==> config.mk <==
export PLATFORM = sky130hd
export DESIGN_NAME = dataram_arbiter
export DESIGN_NICKNAME = d
export VERILOG_FILES = /design/src/rtl/dataram_arbiter.sv
export SDC_FILE = /design/constraint.sdc
export NUM_CORES = 1
export LEC_CHECK = 0
export CAP_MARGIN = 20
export CORE_AREA = 2 2 105 107
export DETAILED_ROUTE_END_ITERATION = 8
export DIE_AREA = 0 0 107 109
export SYNTH_ARGS = -nofsm -noshare
export SYNTH_HDL_FRONTEND = slang
export SYNTH_SLANG_ARGS = --single-unit
==> constraint.sdc <==
create_clock -name clk -period 4.4 [get_ports clk]
set_input_delay 0.88 -clock clk [delete_from_list [all_inputs] [get_ports clk]]
set_output_delay 0.88 -clock clk [all_outputs]
set_load 0.01 [all_outputs]
==> src/rtl/dataram_arbiter.sv <==
// Data RAM arbiter: shares the single-port data RAM between the host monitor,
// the CPU MA stage and the DMA engine. Fixed priority host > cpu > dma, with a
// starvation guard that pushes DMA ahead of the CPU and a bounded DMA burst lock.
module dataram_arbiter #(
    parameter int DWIDTH       = 12,
    parameter int STARVE_LIMIT = 4,
    parameter int MAX_BURST    = 8
) (
    input  logic              clk,
    input  logic              rst,

    input  logic              host_req,
    input  logic              host_we,
    input  logic [DWIDTH-1:0] host_adr,
    input  logic [31:0]       host_wdata,
    input  logic [3:0]        host_be,
    output logic              host_gnt,
    output logic              host_rvalid,

    input  logic              cpu_req,
    input  logic              cpu_we,
    input  logic [DWIDTH-1:0] cpu_adr,
    input  logic [31:0]       cpu_wdata,
    input  logic [3:0]        cpu_be,
    output logic              cpu_gnt,
    output logic              cpu_rvalid,
    output logic              cpu_stall,

    input  logic              dma_req,
    input  logic              dma_we,
    input  logic [DWIDTH-1:0] dma_adr,
    input  logic [31:0]       dma_wdata,
    input  logic [3:0]        dma_be,
    input  logic              dma_lock,
    output logic              dma_gnt,
    output logic              dma_rvalid,

    output logic [31:0]       rdata,

    output logic              ram_en,
    output logic              ram_we,
    output logic [DWIDTH-1:0] ram_adr,
    output logic [31:0]       ram_wdata,
    output logic [3:0]        ram_be,
    input  logic [31:0]       ram_rdata
);

    localparam int SW = $clog2(STARVE_LIMIT + 1);
    localparam int BW = $clog2(MAX_BURST + 1);

    localparam logic [SW-1:0] STARVE_MAX = SW'(STARVE_LIMIT);
    localparam logic [BW-1:0] BURST_MAX  = BW'(MAX_BURST);

    typedef enum logic {
        S_NORM,
        S_BURST
    } state_t;

    typedef enum logic [1:0] {
        OWN_HOST,
        OWN_CPU,
        OWN_DMA
    } owner_t;

    state_t        state;
    state_t        state_nxt;
    logic [SW-1:0] starve_cnt;
    logic [SW-1:0] starve_nxt;
    logic [BW-1:0] beat_cnt;
    logic [BW-1:0] beat_nxt;
    logic          rd_pend;
    owner_t        rd_owner;
    logic          any_gnt;

    // State, counters and the pending read-return tag
    always_ff @(posedge clk) begin
        if (rst) begin
            state      <= S_NORM;
            starve_cnt <= '0;
            beat_cnt   <= '0;
            rd_pend    <= 1'b0;
            rd_owner   <= OWN_HOST;
        end else begin
            state      <= state_nxt;
            starve_cnt <= starve_nxt;
            beat_cnt   <= beat_nxt;
            rd_pend    <= any_gnt & ~ram_we;
            if (host_gnt) begin
                rd_owner <= OWN_HOST;
            end else if (cpu_gnt) begin
                rd_owner <= OWN_CPU;
            end else if (dma_gnt) begin
                rd_owner <= OWN_DMA;
            end
        end
    end

    // Grant selection, next-state/counter update and RAM request mux
    always_comb begin
        host_gnt   = 1'b0;
        cpu_gnt    = 1'b0;
        dma_gnt    = 1'b0;
        state_nxt  = state;
        starve_nxt = starve_cnt;
        beat_nxt   = beat_cnt;
        ram_we     = 1'b0;
        ram_adr    = '0;
        ram_wdata  = '0;
        ram_be     = '0;

        if (!rst) begin
            case (state)
                S_NORM: begin
                    if (starve_cnt == STARVE_MAX && dma_req) begin
                        dma_gnt = 1'b1;
                    end else if (host_req) begin
                        host_gnt = 1'b1;
                    end else if (cpu_req) begin
                        cpu_gnt = 1'b1;
                    end else if (dma_req) begin
                        dma_gnt = 1'b1;
                    end
                end
                S_BURST: begin
                    dma_gnt = dma_req;
                end
                default: ;
            endcase
        end

        case (state)
            S_NORM: begin
                beat_nxt = '0;
                if (dma_gnt && dma_lock && (MAX_BURST > 1)) begin
                    state_nxt = S_BURST;
                    beat_nxt  = BW'(1);
                end
            end
            S_BURST: begin
                if (dma_gnt) begin
                    beat_nxt = beat_cnt + BW'(1);
                end
                if (!dma_lock || (dma_gnt && beat_nxt == BURST_MAX)) begin
                    state_nxt = S_NORM;
                end
            end
            default: state_nxt = S_NORM;
        endcase

        if (dma_gnt || !dma_req) begin
            starve_nxt = '0;
        end else if (starve_cnt != STARVE_MAX) begin
            starve_nxt = starve_cnt + SW'(1);
        end

        if (host_gnt) begin
            ram_we    = host_we;
            ram_adr   = host_adr;
            ram_wdata = host_wdata;
            ram_be    = host_we ? host_be : 4'b0000;
        end else if (cpu_gnt) begin
            ram_we    = cpu_we;
            ram_adr   = cpu_adr;
            ram_wdata = cpu_wdata;
            ram_be    = cpu_we ? cpu_be : 4'b0000;
        end else if (dma_gnt) begin
            ram_we    = dma_we;
            ram_adr   = dma_adr;
            ram_wdata = dma_wdata;
            ram_be    = dma_we ? dma_be : 4'b0000;
        end
    end

    assign any_gnt     = host_gnt | cpu_gnt | dma_gnt;
    assign ram_en      = any_gnt;
    assign cpu_stall   = cpu_req & ~cpu_gnt & ~rst;
    assign host_rvalid = rd_pend & ~rst & (rd_owner == OWN_HOST);
    assign cpu_rvalid  = rd_pend & ~rst & (rd_owner == OWN_CPU);
    assign dma_rvalid  = rd_pend & ~rst & (rd_owner == OWN_DMA);
    assign rdata       = (rd_pend & ~rst) ? ram_rdata : 32'h0;

endmodule

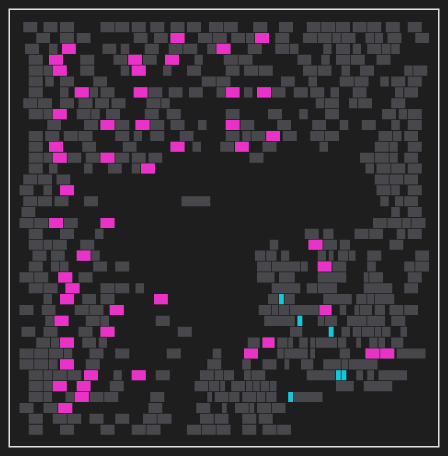
Fig. 1. Gate families picked out.
(4 px per um)
colour	family	cells	most used
magenta	AND-OR and OR-AND gates	50	a221o_1
cyan	inverters	6	inv_1

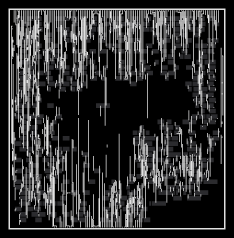
Fig. 2. M2 wires.
(2 px per um) Cells faint in the background.
wire length on this layer	6010 um
main direction	vertical
longest straight run	58.6 um
share of all routed wire	53%
nets with wire on the layer	593

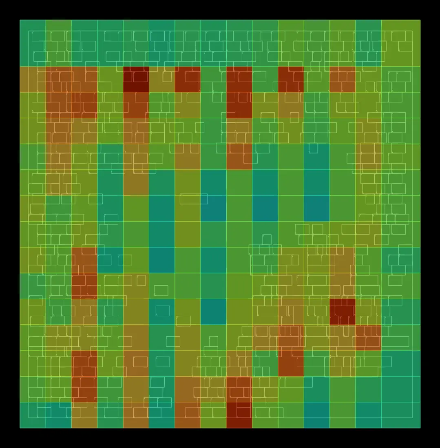
Fig. 3. Routing congestion.
met3 routing resource usage after global routing: 3.77%
GRT met1 Usage: 20.6%
Overall Global Routing Usage: 17.5%
Post-Route Utilization: 44.9%

==> commit_impl_results.txt <==
Log flow metrics for this revision

- Leaving out filler cells and counting taps, the final layout contains 640.
- Counting the buffers created by CTS gives 3.
- # nets final: 689
* H-tree levels: 1
- Endpoints failing setup: 0
* Run status: complete, no violations
- Warnings raised by the tools during the run amount to 27.
* Router iterations before antenna repair: 4
* Post-Place Worst Slack: 0.316 ns
- Total power for the finished layout comes to 607 uW.
* Largest net degree at the start of global routing: 55
- The routed design shows a via density per instance of 4.78.
- On the critical path the largest part of the delay comes from buffers and inverters.
- Clock tree from TritonCTS: yes
- Max-slew headroom: 61.3%
* CTS Hold Buffers Added: 0
- Along the worst hold path, the cell count comes to 1.
* Endpoint kind of the worst setup timing path: output pin
* Count of nets left with antenna violations after detail routing: 0
- # port buffers: 273
* Root Buffer Master: sky130_fd_sc_hd__clkbuf_8
* Worst-case register-to-register setup slack: 2.45 ns
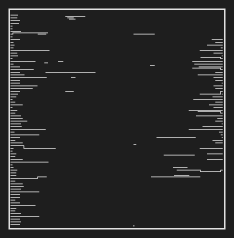
Fig. 4. M3 wires.
(2 px per um)
main direction	horizontal
longest straight run	24.6 um
share of all routed wire	7.9%
vias post-DR: 3058
Routed Wire Length: 11.4 mm

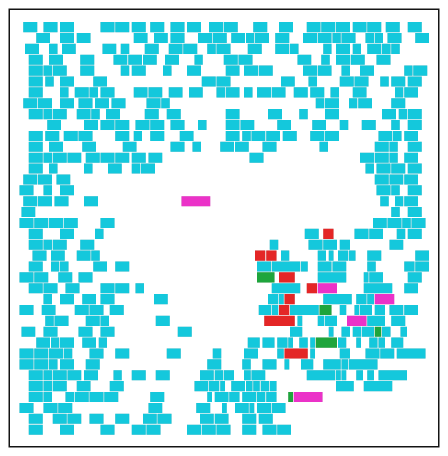
Fig. 5. Drive-strength map.
(4 px per um)
colour	size	cells	share
magenta	drive 6 and up	5	1.0%
cyan	drive 1 or less	481	96%
green	drive 2	5	1.0%
red	drive 3 to 4	9	1.8%
Area growth syn-to-layout: 154%
Design Area, Final: 4760 sq um
Non-Clock Buffer Count: 281
final setup slack of the worst path: 0.325 ns

-- registers in the layout (all words and copies together), names as in the netlist --
name / cells
beat_cnt: 4
rd_owner: 2
rd_pend: 1
starve_cnt: 3
state: 1
-- cell type report --
cell class,count,area (sq um)
fillers,1053,5840
repair buffers,281,2820
multi-input cells,198,1480
flip-flops and latches,11,220
well taps,140,175
clock buffers,3,41.3
inverters,6,22.5
clock inverters,1,5.00
-- worst max path at each step --
stage                  from          to  slack (ns)  cells after the start
finish              dma_req  ram_adr[0]        0.32                      6
global route        dma_req  ram_adr[0]        0.23                      6
CTS                 dma_req  ram_adr[0]        0.32                      6
detailed placement  dma_req  ram_adr[0]        0.32                      7
global placement    dma_req  ram_adr[0]        0.35                      6
floorplan           dma_req  ram_adr[1]        1.50                      6
-- cells in the mapped netlist, types with 2 or more instances --
master | number | area (sq um)
sky130_fd_sc_hd__o211a_1 | 3 | 30.0
sky130_fd_sc_hd__buf_6 | 5 | 56.3
sky130_fd_sc_hd__nand3_1 | 8 | 40.0
sky130_fd_sc_hd__nand4_1 | 5 | 31.3
sky130_fd_sc_hd__ha_1 | 3 | 37.5
sky130_fd_sc_hd__nor3_1 | 4 | 20.0
sky130_fd_sc_hd__nor3b_1 | 5 | 37.5
sky130_fd_sc_hd__dfxtp_1 | 11 | 220
sky130_fd_sc_hd__buf_2 | 10 | 50.1
sky130_fd_sc_hd__a221oi_1 | 2 | 17.5
sky130_fd_sc_hd__a221o_1 | 45 | 450
sky130_fd_sc_hd__and3_1 | 45 | 282
sky130_fd_sc_hd__nor2b_1 | 3 | 18.8
sky130_fd_sc_hd__and2_1 | 33 | 206
sky130_fd_sc_hd__inv_1 | 5 | 18.8
sky130_fd_sc_hd__nor2_1 | 2 | 7.51
sky130_fd_sc_hd__nand2_1 | 10 | 37.5
sky130_fd_sc_hd__o211ai_1 | 5 | 37.5
sky130_fd_sc_hd__o21ai_0 | 3 | 15.0
sky130_fd_sc_hd__clkbuf_1 | 13 | 48.8
sky130_fd_sc_hd__nand2b_1 | 3 | 18.8
-- power by group --
group          total [mW]  switching [mW]  internal, mW  leakage [nW]
Sequential          0.106         0.00315         0.103        0.0896
Clock               0.102          0.0401        0.0623        0.0255
Combinational       0.398           0.128         0.271          1.80
-- cells by family (layout without fill, tap and decap cells) --
family	count (synthesis)	after routing	share of synthesized area, %
and+or+nand+nor	123	123	39.8
adders and majority gates	3	3	2.00
DFF	11	11	11.8
xor gates and xnor gates	1	1	0.468
muxes	1	1	0.534
AOI/OAI and AO/OA	70	70	35.9
buffers and inverters	34	291	9.49
-- metal layers --
layer | part of all wire (%) | vias up
li1 | - | 1479
met4 | 1.4 | 0
met1 | 38 | 1422
met3 | 7.9 | 12
met2 | 53 | 145
met5 | 0 | -
Power is estimated from default activity; no workload was simulated.
